**src/rtl/eth_sat_cnt.sv**
```systemverilog
// Saturating statistics counter; it can step by up to 3 in one cycle.
module eth_sat_cnt #(
  parameter int unsigned W = 16
) (
  input  logic         clk,
  input  logic         clr,
  input  logic [1:0]   inc,
  output logic [W-1:0] cnt
);

  logic [W-1:0] cnt_q, cnt_d;
  logic [W+1:0] sum;

  always_comb begin
    sum   = {2'b00, cnt_q} + {{W{1'b0}}, inc};
    cnt_d = (sum > {2'b00, {W{1'b1}}}) ? {W{1'b1}} : sum[W-1:0];
  end

  always_ff @(posedge clk) begin
    if (clr) cnt_q <= '0;
    else     cnt_q <= cnt_d;
  end

  assign cnt = cnt_q;

endmodule

```
**config.mk**
```make
export PLATFORM = sky130hd
export DESIGN_NAME = eth_sat_cnt
export DESIGN_NICKNAME = d
export VERILOG_FILES = /design/src/rtl/eth_sat_cnt.sv
export SDC_FILE = /design/constraint.sdc
export NUM_CORES = 1
export LEC_CHECK = 0
export CAP_MARGIN = 25
export CORE_AREA = 2 2 51 62
export DETAILED_ROUTE_END_ITERATION = 7
export DIE_AREA = 0 0 53 64
export GPL_TIMING_DRIVEN = 0
export SYNTH_ARGS = -nofsm -noshare
export SYNTH_HDL_FRONTEND = slang
export SYNTH_SLANG_ARGS = --single-unit
```
**constraint.sdc**
```tcl
create_clock -name clk -period 1.7 [get_ports clk]
set_input_delay 0.34 -clock clk [delete_from_list [all_inputs] [get_ports clk]]
set_output_delay 0.34 -clock clk [all_outputs]
set_load 0.005 [all_outputs]
```
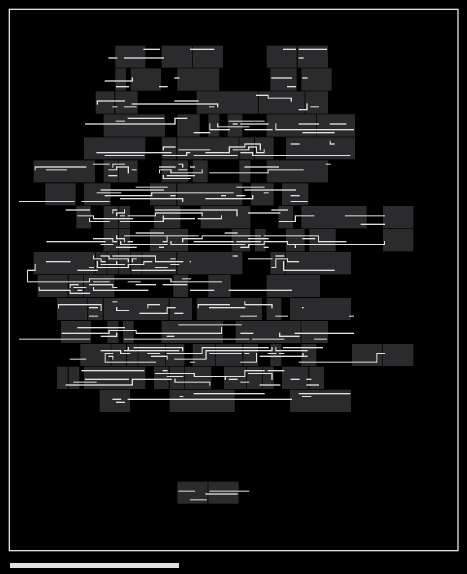
(images/met1.png)
Scale bar: 20 um. Cells faint in the background.
nets with wire on the layer = 106
main direction = horizontal
longest straight run = 19.3 um
share of all routed wire = 47%
routed via count: 751
M1 GR Usage: 17.5%
DRT Wirelength: 1860 um

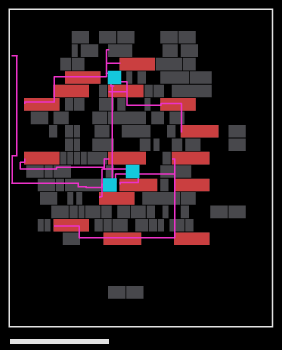
(images/clock_map.png)
Scale bar: 20 um.
clock wires -> magenta  # length 230 um
cells driving clock nets -> cyan  # count 3
flip-flops -> red  # count 16
routed clock nets = 4
clk ins delay skew pair: 0.29 ns
Clk. pwr: 0.000255 W
skew final: 0.0107 ns

==> flow_summary.toml <==
# physical design summary
[run_status]
status = "finished, final reports clean"

[job]
log.warning_count = 26
max_cap_violations = 0

[cts]
tritoncts = "done"
cts_buffers = 3
path_clk_slew_ns = 0.10
clkSinkCount = 16
htree_levels = 1
hold_buffers = 0
cts_root_buf = "clkbuf_4"
cts_buffer_depth = 2

[sta]
fin_ws_ns = 0.0829
tightestPinTransition_ns = 0.461
drv_slew = 0
setup-tns-final_ns = 0
finalClockPeriodUsage_pct = 95.1
maxSlewHeadroom_pct = 69.2
setup_viol_count_final = 0
min_period_ns = 1.62
max_freq_mhz = 618
hold_viol = 0
grt_setup_unrepaired = "false"

[drt]
drtPass1Iterations = 4
drt_iter0_drc = 18
drtAntennaViolNets = 0
viasPerCell = 5.14
wire_per_inst_um = 12.7
drc = 0

[synthesis]
ys_seq_share_pct = 39.9
yosysChipArea_um2 = 803
synthCells = 87
topCellsByArea = "dfxtp_1 (40%), xnor2_1 (8.7%), a21oi_1 (5.6%)"
yosys_warnings = 0
fa_ha_area_share_pct = 5.61
yosysTopAreaCell = "dfxtp_1"
netlist.area_leader.share_pct = 39.9
synth_flops = 16
syn-num-nets = 94
synthTopLogicFamily = "simple AND/OR/NAND/NOR gates"
top_cells_by_count = "dfxtp_1 (16), nor2_1 (10), a21oi_1 (9)"
top_cell = "dfxtp_1"
xor_area_share_pct = 9.81
simple_gate_area_share_pct = 29.3
async_flop_share_pct = 0
edf_count = 0
synth_cell_types = 31
syn_area_um2 = 803
yosys.area_share.aoi_pct = 12.8
yosys_most_used_dff = "dfxtp_1"
ys_cells = 87
synthMuxAreaShare_pct = 1.25
avgSynthCellArea_um2 = 9.23

[critical_path]
crit_path_start_kind = "register"
worstPathRequired_ns = 1.36
critPathMaxStageDelay_ns = 0.54
crit_fanout = 6
cp_num_buf_inv = 1
path_class = "reg2out"
cp-end-kind = "output port"
cp.arrival_ns = 1.28
cp_top_family = "buffers and inverters"
path_cells = "clkdlybuf4s50_1"
cp_slowest_cell = "clkdlybuf4s50_1"

[global_routing]
grt_pass1_vias = 679
grt-ovfl-total = 0
grt_max_degree = 11
grt_pass1_wl_um = 3200
track_usage_pct = 12.5
grt_antenna_before_repair = 0

[cells_and_area]
nFillCells = 292
largest_register_ff_count = 16
regArea_um2 = 327
nets = 120
syn_to_final_growth_pct = 42.2
antenna_cells = 0
drive_gt1_share_pct = 20.5
logic_area_um2 = 524
fin_cells = 146

[pwr]
leakage_nw = 0.382
powerDensity_nw_per_um2 = 663
max-vdd-ir-drop_v = 0.000406

[place]
dp_hpwl_um = 1300
pre_cts_ws_ns = -0.613
io_buffers = 18
post-place-cells = 139
gp_congestion = 0.767

[floorplanning]
die.size.y_um = 64
ioPinCount = 20
num_rows = 21
die_x_um = 53
chip_area_um2 = 3390
initCoreUtil_pct = 29.1
core_area_um2 = 2760

[hold_path]
hold_path_class = "in2reg"
==> layer usage <==
| metal | part of all wire [%] | track usage (%) | vias to the layer above |
|---|---|---|---|
| met1 | 47 | 17.5 | 358 |
| met3 | 4.4 | 2.34 | 4 |
| li1 | - | - | 369 |
| met4 | 2.5 | 6.09 | 0 |
| met2 | 46 | 18.0 | 20 |
| met5 | 0 | 0 | - |
==> through the flow <==
step	instance area [um^2]	hold slack [ns]	total power [W]	utilization (%)
3_5_place_dp	1030	0.547	0.000491	37.2
6_report	1140	0.422	0.000758	41.4
2_1_floorplan	803	0.525	0.000452	-
4_1_cts	1130	0.421	0.000755	40.9
3_3_place_gp	1030	0.530	0.000491	37.2
5_1_grt	1140	0.455	0.000795	41.4
==> cell type report <==
cell class              instances  area share, %
inverters                       1          0.329
plain buffers                   2          0.657
well taps                      34           3.72
clock buffers                   4           3.18
repair buffers                 21           17.6
multi-input cells              68           45.9
flip-flops and latches         16           28.6
==> path summary, 6_finish.rpt <==
check / startpoint / endpoint / slack [ns] / depth (start not counted)
max: cnt[12]$_SDFF_PP0_ / cnt[12] / 0.08 / 1
min: clr / cnt[11]$_SDFF_PP0_ / 0.42 / 2
max reg2reg: cnt[0]$_SDFF_PP0_ / cnt[1]$_SDFF_PP0_ / 0.09 / 7
min reg2reg: cnt[14]$_SDFF_PP0_ / cnt[14]$_SDFF_PP0_ / 0.55 / 2
==> logic make-up after synthesis <==
group / after synthesis
multiplexers: 1
flip-flops: 16
AND-OR/OR-AND: 18
AND/OR/NAND/NOR: 37
adder cells (fa/ha/maj): 3
XOR/XNOR: 9
buffers and inverters: 3
==> cell usage in the layout (no fill, tap or decap), types with 2 or more instances in the layout <==
cell type        netlist  routed
nor4_4                 1       2
a21oi_1                9       8
nor2_1                10      10
o21ai_1                3       3
dfxtp_1               16      11
buf_4                  0       3
nand3_1                5       4
nor3_1                 4       4
nor2b_1                2       2
nand2_1                5       4
o21ai_0                2       2
clkbuf_4               0       3
dfxtp_2                0       5
xnor2_1                8       8
clkdlybuf4s50_1        0      17
==> report_power, final <==
group           total, W  internal (W)  switching, W
clock network   0.000255      0.000130      0.000124
logic          0.0000993     0.0000538     0.0000455
registers       0.000404      0.000388     0.0000163
total           0.000758      0.000572      0.000186
==> worst reg2reg max path: stages, from the launching register on <==
cell and delay, ns:
dfxtp_1 0.32, ha_2 0.20, fa_2 0.43, nand3_4 0.15
nor3_4 0.07, buf_4 0.14, a21oi_1 0.13, nor2_1 0.05
==> what timing repair did <==
action	in CTS	in global routing
setup buffers	3	0
setup endpoints to repair	16	16
resized	10	6
gates cloned	0	0
hold endpoints to repair	0	0
pin swaps	4	3
Power and IR drop assume default switching activity.
